[src/rtl/bk_chunked_add_sequencer.sv]
// bk_chunked_add_sequencer: drives one external CHUNK-bit Brent-Kung adder over a
// WIDTH-bit add, LSB chunk first, chaining carry-out into the next chunk's C_0.
`default_nettype none

module bk_chunked_add_sequencer #(
  parameter int WIDTH = 32,
  parameter int CHUNK = 8
) (
  input  logic             clk,
  input  logic             rst_n,
  input  logic             in_valid,
  output logic             in_ready,
  input  logic [WIDTH-1:0] a_in,
  input  logic [WIDTH-1:0] b_in,
  input  logic             c_in,
  output logic [CHUNK-1:0] add_a,
  output logic [CHUNK-1:0] add_b,
  output logic             add_c0,
  input  logic [CHUNK-1:0] add_s,
  input  logic             add_cout,
  output logic             out_valid,
  input  logic             out_ready,
  output logic [WIDTH-1:0] sum_out,
  output logic             c_out,
  output logic             ovf_out,
  output logic             busy
);

  localparam int NCHUNK = WIDTH / CHUNK;
  localparam int IDX_W  = (NCHUNK > 1) ? $clog2(NCHUNK) : 1;
  localparam logic [IDX_W-1:0] LAST_IDX = IDX_W'(NCHUNK - 1);

  typedef enum logic [1:0] {
    S_IDLE = 2'd0,
    S_RUN  = 2'd1,
    S_DONE = 2'd2
  } state_t;

  typedef logic [NCHUNK-1:0][CHUNK-1:0] chunks_t;

  state_t           state_q, state_d;
  logic [IDX_W-1:0] idx_q, idx_d;
  chunks_t          a_q, a_d;
  chunks_t          b_q, b_d;
  chunks_t          part_q, part_d;
  logic             carry_q, carry_d;
  logic [WIDTH-1:0] sum_out_q, sum_out_d;
  logic             c_out_q, c_out_d;
  logic             ovf_q, ovf_d;

  logic    accept;
  chunks_t final_sum;
  logic    msb_a;
  logic    msb_b;

  assign in_ready = (state_q == S_IDLE) || ((state_q == S_DONE) && out_ready);
  assign accept   = in_valid && in_ready;

  // Full result as it will look after the last pass: lower chunks already
  // captured, top chunk taken straight from the adder this cycle.
  always_comb begin
    final_sum             = part_q;
    final_sum[NCHUNK-1]   = add_s;
  end

  assign msb_a = a_q[NCHUNK-1][CHUNK-1];
  assign msb_b = b_q[NCHUNK-1][CHUNK-1];

  always_comb begin
    state_d   = state_q;
    idx_d     = idx_q;
    a_d       = a_q;
    b_d       = b_q;
    part_d    = part_q;
    carry_d   = carry_q;
    sum_out_d = sum_out_q;
    c_out_d   = c_out_q;
    ovf_d     = ovf_q;

    case (state_q)
      S_IDLE: begin
        if (accept) begin
          a_d     = a_in;
          b_d     = b_in;
          carry_d = c_in;
          idx_d   = '0;
          state_d = S_RUN;
        end
      end

      S_RUN: begin
        part_d[idx_q] = add_s;
        carry_d       = add_cout;
        if (idx_q == LAST_IDX) begin
          idx_d     = '0;
          state_d   = S_DONE;
          sum_out_d = final_sum;
          c_out_d   = add_cout;
          ovf_d     = (msb_a == msb_b) && (add_s[CHUNK-1] != msb_a);
        end else begin
          idx_d = idx_q + IDX_W'(1);
        end
      end

      S_DONE: begin
        if (out_ready) begin
          if (in_valid) begin
            a_d     = a_in;
            b_d     = b_in;
            carry_d = c_in;
            idx_d   = '0;
            state_d = S_RUN;
          end else begin
            state_d = S_IDLE;
          end
        end
      end

      default: begin
        state_d = S_IDLE;
        idx_d   = '0;
      end
    endcase
  end

  always_ff @(posedge clk or negedge rst_n) begin
    if (!rst_n) begin
      state_q   <= S_IDLE;
      idx_q     <= '0;
      a_q       <= '0;
      b_q       <= '0;
      part_q    <= '0;
      carry_q   <= 1'b0;
      sum_out_q <= '0;
      c_out_q   <= 1'b0;
      ovf_q     <= 1'b0;
    end else begin
      state_q   <= state_d;
      idx_q     <= idx_d;
      a_q       <= a_d;
      b_q       <= b_d;
      part_q    <= part_d;
      carry_q   <= carry_d;
      sum_out_q <= sum_out_d;
      c_out_q   <= c_out_d;
      ovf_q     <= ovf_d;
    end
  end

  // Adder inputs are forced quiet outside RUN so the shared adder sees no stale operands.
  always_comb begin
    add_a  = '0;
    add_b  = '0;
    add_c0 = 1'b0;
    if (state_q == S_RUN) begin
      add_a  = a_q[idx_q];
      add_b  = b_q[idx_q];
      add_c0 = carry_q;
    end
  end

  assign out_valid = (state_q == S_DONE);
  assign busy      = (state_q != S_IDLE);
  assign sum_out   = sum_out_q;
  assign c_out     = c_out_q;
  assign ovf_out   = ovf_q;

endmodule

`default_nettype wire
[config.mk]
export PLATFORM = sky130hd
export DESIGN_NAME = bk_chunked_add_sequencer
export DESIGN_NICKNAME = d
export VERILOG_FILES = /design/src/rtl/bk_chunked_add_sequencer.sv
export SDC_FILE = /design/constraint.sdc
export NUM_CORES = 1
export LEC_CHECK = 0
export CAP_MARGIN = 20
export CORE_ASPECT_RATIO = 1.1
export CORE_UTILIZATION = 33
export DETAILED_ROUTE_END_ITERATION = 7
export GPL_TIMING_DRIVEN = 1
export SYNTH_ARGS = -nofsm -noshare
export SYNTH_HDL_FRONTEND = slang
export SYNTH_SLANG_ARGS = --single-unit
[constraint.sdc]
create_clock -name clk -period 3.17 [get_ports clk]
set_input_delay 0.634 -clock clk [delete_from_list [all_inputs] [get_ports clk]]
set_output_delay 0.634 -clock clk [all_outputs]
set_load 0.01 [all_outputs]
**Run 1: the metal 2 layer**

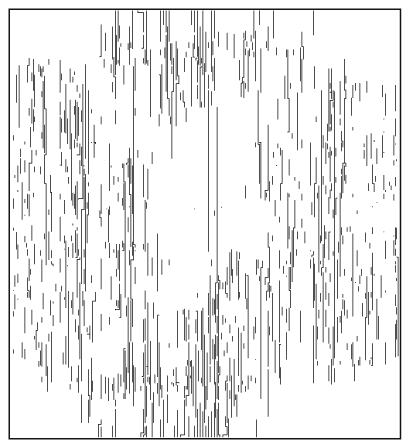
main direction = vertical
nets with wire on the layer = 529

**Run 1: drive-strength map**

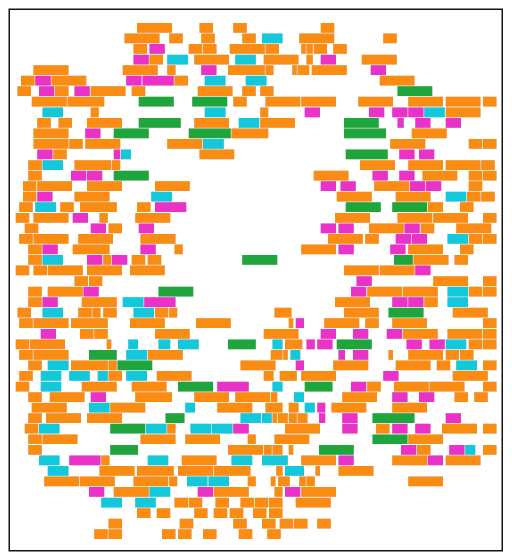
cyan -> x3 and x4  # cells 59, most used mux2_4
magenta -> x2  # cells 88, most used mux2_2
green -> x6 and larger  # cells 28, most used clkbuf_16
orange -> x1 and smaller  # cells 316, most used clkdlybuf4s50_1

**Run 1: logic cells by family**

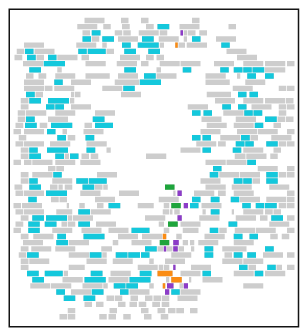
green -> fa/ha/maj cells  # cells 4
orange -> nor cells  # cells 5
cyan -> mux cells  # cells 137, where all over the die
purple -> nand cells  # cells 11, where south

**Run 1: placed cells, one colour a class**

Bar = 50 um. Fill, decap, tap and diode cells in grey.
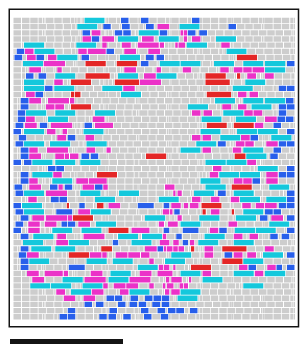
red -> clock drivers and dummy loads  # cells 32, share of their area 8.5%
blue -> remaining buffers and delay cells  # cells 144, share of their area 19%
cyan -> registers  # cells 127, share of their area 42%
magenta -> remaining logic cells  # cells 188, share of their area 30%

==> run_results.csv, run 1 <==
group,metric,value,unit
yosys,floorplan.nets,414,
clock_tree,cts_setup_buffers,0,
detailed_routing,via_count,3294,
critical_path,crit_end,"add_b[1]",
sta,rsz0062_at_grt,"no",
yosys,edf_count,0,
detailed_routing,drt_iter0_markers,120,
yosys,top_cells_by_area,"dfrtp_1 56%, mux2_2 15%, mux2_4 12%",
critical_path,worstSetupPathType,"flip-flop to output port",
global_routing,gr-usage-met2,21.8,%
sta,setup_tns,0,ps
finish,area_growth,38.4,%
critical_path,r2r_cells,5,
clock_tree,clk-insertion-delay-late,410,ps
clock_tree,cts_tree,"built",
yosys,yosys_cells,332,
floorplanning,ios,132,
global_routing,grt_busiest_layer,"met2",
place,gp_congestion,0.701,
detailed_routing,wl_met1,5.23,mm
sta,slew_headroom,62.3,%
critical_path,reg2reg_to,"sum_out[5]$_DFFE_PN0P_",
global_routing,grt_use_met3,5.46,%
detailed_routing,via_per_inst,4.74,
detailed_routing,wl_per_cell,16.8,um
critical_path,critPathLaunch,"idx_q[0]$_DFFE_PN0P_",
finish,diodes,0,
critical_path,cp.required,2540,ps
detailed_routing,wl_met3,761,um
floorplanning,fp-utilization,34.1,%
yosys,async_reset_ff_share,100,%
detailed_routing,dr_wl_met2,5.49,mm
global_routing,antenna_found_initial,0,
yosys,synth_cell_type_count,32,
detailed_routing,drcViolationCount,0,
status,status,"completed",
sta,clock.fmax,347,MHz
critical_path,critPathLaunchType,"flip-flop",
global_routing,grt_pass1_wl,19.0,mm
critical_path,critPathMaxFanout,12,
critical_path,r2r_slack,1290,ps
yosys,syn_avg_cell_area,17.0,um2
clock_tree,cts_max_level,4,
min_path,min_path_type,"input pin to asynchronous set/reset pin",
floorplanning,rows,49,
global_routing,grt_pass1_vias,3559,
global_routing,grt_max_degree,55,
## run 1: layout by cell type, fill, tap and decap left out, types with 4 or more instances in the layout
cell	instances
clkdlybuf4s50_1	130
mux4_1	11
clkinv_2	4
bufinv_16	5
buf_12	4
dfrtp_1	127
mux2_2	75
and2_1	17
buf_4	10
mux4_2	5
mux2_4	45
ha_1	4
clkbuf_16	17
## run 1: metrics by stage
stage | hold WS [ps] | worst slack (ps) | cell area [um2] | power (uW) | instances
after global routing | 222 | 201 | 7820 | 8980 | 695
after CTS | 198 | 248 | 7820 | 8630 | 695
after global placement | 467 | 663 | 7170 | 6350 | 663
after detailed placement | 473 | 637 | 7170 | 6440 | 663
after floorplan | 338 | 1140 | 5650 | 5060 | 332
final | 198 | 285 | 7820 | 8490 | 695
## run 1: area by class of cell
| class | count | area, um2 |
|---|---|---|
| Fill cell | 1452 | 8730 |
| Clock inverter | 11 | 186 |
| Tap cell | 204 | 255 |
| Sequential cell | 127 | 3180 |
| Clock buffer | 21 | 460 |
| Multi-Input combinational cell | 185 | 2270 |
| Inverter | 3 | 11.3 |
| Timing Repair Buffer | 144 | 1460 |
## run 1: power breakdown
part	internal, uW	switching [uW]
logic	2260	1210
registers	2460	430
clock network	1430	692
total	6150	2340
## run 1: logic make-up after synthesis
family	count (synthesis)	share of synthesized area, %
muxes	137	34.2
DFF	127	56.2
and+or+nand+nor	36	4.23
buffers and inverters	20	3.54
AOI/OAI and AO/OA	8	0.908
adders and majority gates	4	0.886
## run 1: worst max-delay path: stages (launching register included)
cell	delay, ps
dfrtp_1	350
buf_4	260
mux4_1	570
and2_1	180
clkdlybuf4s50_1	490
## run 1: flip-flops by register name (all words and copies together), names as in the netlist, 2 cells and up
name / count
a_q: 32
b_q: 32
final_sum: 24
idx_q: 2
state_q: 2
sum_out: 32
**Run 1: clock wiring as the flow saved it**

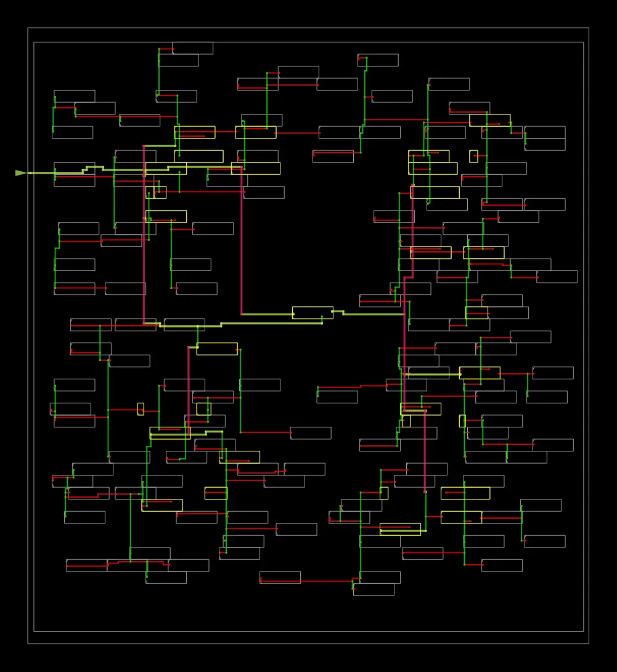

==> run 1 -> run 2 <==
Settings changed: PLACE_DENSITY from default to 0.62.
Clock period 3.17 ns to 3.25 ns, I/O delays scaled along.
**Run 2: clock wiring as the flow saved it**

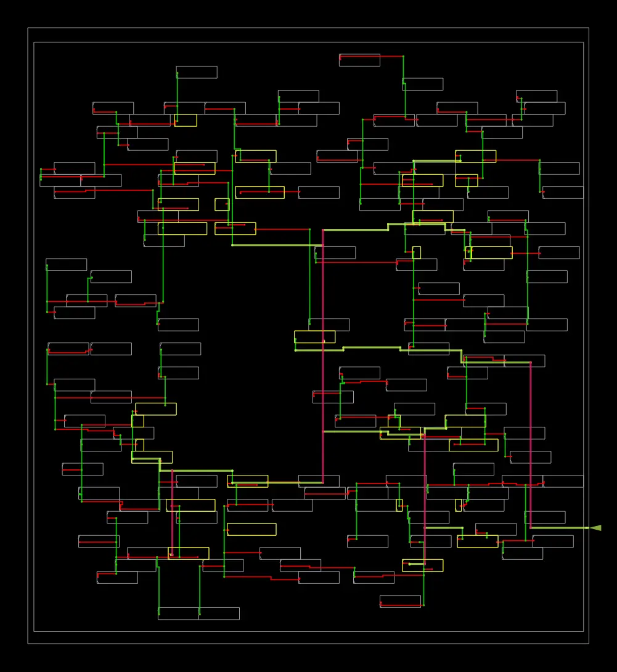
P_clk: 2100 uW
TritonCTS Buffers: 17
clkbuf count: 22
flip-flops: 127

**Run 2: the metal 2 layer**

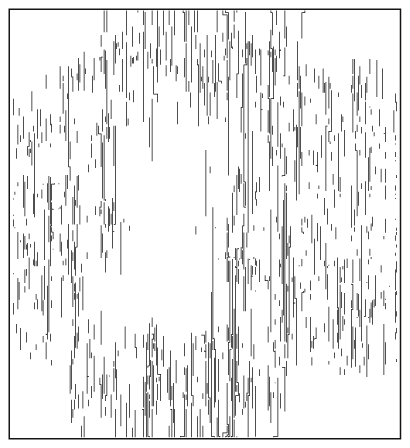
nets with wire on the layer = 527
wire length on this layer = 5,480 um

==> run_results.csv, run 2 <==
group,metric,value,unit
job,warning_count,29,
yosys,syn_avg_cell_area,17.0,um2
yosys,async_reset_ff_share,100,%
yosys,syn_inst,332,
sta,drv_slew,0,
clock_tree,cts.sink_count,127,
place,dp.cells,661,
global_routing,grt_pass1_vias,3657,
min_path,min_path_type,"input pin to asynchronous set/reset pin",
critical_path,r2r_cells,5,
power_and_ir_drop,p_sw,2290,uW
sta,setup_tns,0,ps
clock_tree,cts_setup_buffers,0,
finish,finalInstanceArea,7780,um2
yosys,common_cells,"127 x dfrtp_1, 75 x mux2_2, 45 x mux2_4",
power_and_ir_drop,pg_seq,2810,uW
finish,final_nets,558,
clock_tree,root_buffer,"clkbuf_16",
finish,finish.utilization,47.0,%
sta,whs,248,ps
detailed_routing,wl_met3,704,um
floorplanning,dieHeight,139,um
floorplanning,rows,49,
power_and_ir_drop,internal_power,5980,uW
clock_tree,cts_buffer_depth,2,
detailed_routing,wl_met1,5.26,mm
critical_path,reg2reg_to,"final_sum[2]$_DFFE_PN0P_",
global_routing,grt_use_total,14.6,%
yosys,edf_count,0,
clock_tree,post_cts_resized,0,
detailed_routing,via_count,3307,
floorplanning,fp-utilization,34.1,%
clock_tree,path_clk_slew,50,ps
global_routing,antenna_found_initial,0,
yosys,floorplan.nets,414,
status,status,"completed",
critical_path,cp.required,2600,ps
global_routing,grt_max_degree,67,
global_routing,grt_busiest_layer,"met2",
sta,clock.fmax,341,MHz
critical_path,r2r_slack,1320,ps
place,gp_congestion,0.702,
detailed_routing,wl_per_cell,16.7,um
power_and_ir_drop,p_per_area,1060,nW/um2
power_and_ir_drop,p_leak,0.00333,uW
global_routing,grt_pass1_wl,19.5,mm
detailed_routing,drt_iter0_markers,115,
critical_path,cp_data_arrival_time,2280,ps
sta,rsz0062_at_grt,"no",
finish,fin_cells,693,
power_and_ir_drop,pwr-share-comb,40.7,%
yosys,yosys_cells,332,
finish,area_growth,37.7,%
power_and_ir_drop,p_clk_share,25.4,%
sta,skew,8.06,ps
power_and_ir_drop,p_comb,3360,uW
power_and_ir_drop,swShare,27.7,%
global_routing,grt_use_met3,4.84,%
place,place_area,7130,um2
job,maxCapViolations,0,
detailed_routing,via_per_inst,4.77,
clock_tree,cts_tree,"built",
critical_path,critPathLaunchType,"flip-flop",
sta,slew_headroom,59.5,%
finish,drive_above_1_share,35.2,%
floorplanning,ios,132,
yosys,synth_cell_type_count,32,
finish,layout_top_cell,"clkdlybuf4s50_1",
clock_tree,cts_max_level,4,
yosys,yosys-stat-area,5650,um2
yosys,ys.flop_type,"dfrtp_1",
clock_tree,holdBufCountCts,0,
power_and_ir_drop,p_seq_share,34.0,%
critical_path,critPathMaxFanout,13,
finish,diodes,0,
detailed_routing,dr_wl_met2,5.48,mm
finish,layout_top_cells,"130 x clkdlybuf4s50_1, 127 x dfrtp_1, 75 x mux2_2",
critical_path,r2r-start,"state_q[0]$_DFFE_PN0P_",
global_routing,gr-usage-met2,22.9,%
clock_tree,clk-insertion-delay-late,410,ps
floorplanning,die_w,127,um
yosys,top_cells_by_area,"dfrtp_1 56%, mux2_2 15%, mux2_4 12%",
power_and_ir_drop,power.group.top,"combinational logic",
critical_path,worstSetupPathType,"flip-flop to output port",
detailed_routing,drcViolationCount,0,
**Run 2: logic cells by family**

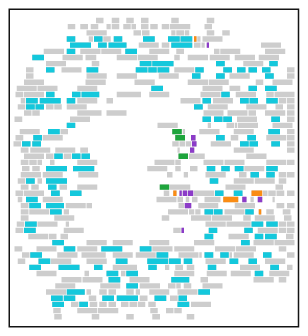
purple -> nand cells  # cells 11
green -> fa/ha/maj cells  # cells 4, where centre
orange -> nor cells  # cells 5
cyan -> mux cells  # cells 137, where all over the die

==> run 2: cell types whose count changed in the layout (fill, tap and decap cells not counted), sizes merged <==
cell,before,now
clkinv,5,3
buf,14,12
clkbuf,21,22
clkinvlp,1,2
==> run 2: critical path: stages (launching register included) <==
cell             delay (ps)
dfrtp_1                 510
and2b_1                 360
buf_4                   270
and2_1                  140
clkdlybuf4s50_1         580
==> run 2: area by class of cell <==
| cell class | count | area (um2) |
|---|---|---|
| Sequential cell | 127 | 3180 |
| Timing Repair Buffer | 142 | 1420 |
| Inverter | 3 | 11.3 |
| Clock buffer | 22 | 464 |
| Clock inverter | 10 | 184 |
| Multi-Input combinational cell | 185 | 2270 |
| Tap cell | 204 | 255 |
| Fill cell | 1453 | 8770 |
==> run 2: through the flow <==
stage / total power, uW / setup WS, ps
finish: 8270 / 317
global route: 8770 / 117
CTS: 8390 / 244
detailed placement: 6260 / 687
global placement: 6160 / 707
floorplan: 4930 / 1200
==> run 2: how the worst max path moves through the flow <==
stage	startpoint	endpoint	slack, ps	cells past startpoint
floorplan	idx_q[0]$_DFFE_PN0P_	add_a[3]	1200	4
global placement	out_ready	in_ready	710	4
detailed placement	out_ready	in_ready	690	4
CTS	state_q[0]$_DFFE_PN0P_	add_c0	240	4
global route	state_q[0]$_DFFE_PN0P_	add_c0	120	4
finish	state_q[0]$_DFFE_PN0P_	add_c0	320	4
==> run 2: cell families (layout without fill, tap and decap cells) <==
kind of cell / Yosys count / in the layout / synth area share, %
mux: 137 / 137 / 34.2
simple gates: 36 / 36 / 4.23
fa+ha+maj: 4 / 4 / 0.886
flops: 127 / 127 / 56.2
buf+inv: 20 / 177 / 3.54
compound gates: 8 / 8 / 0.908
Power figures rest on the tool's default switching activity, not on a simulated workload.
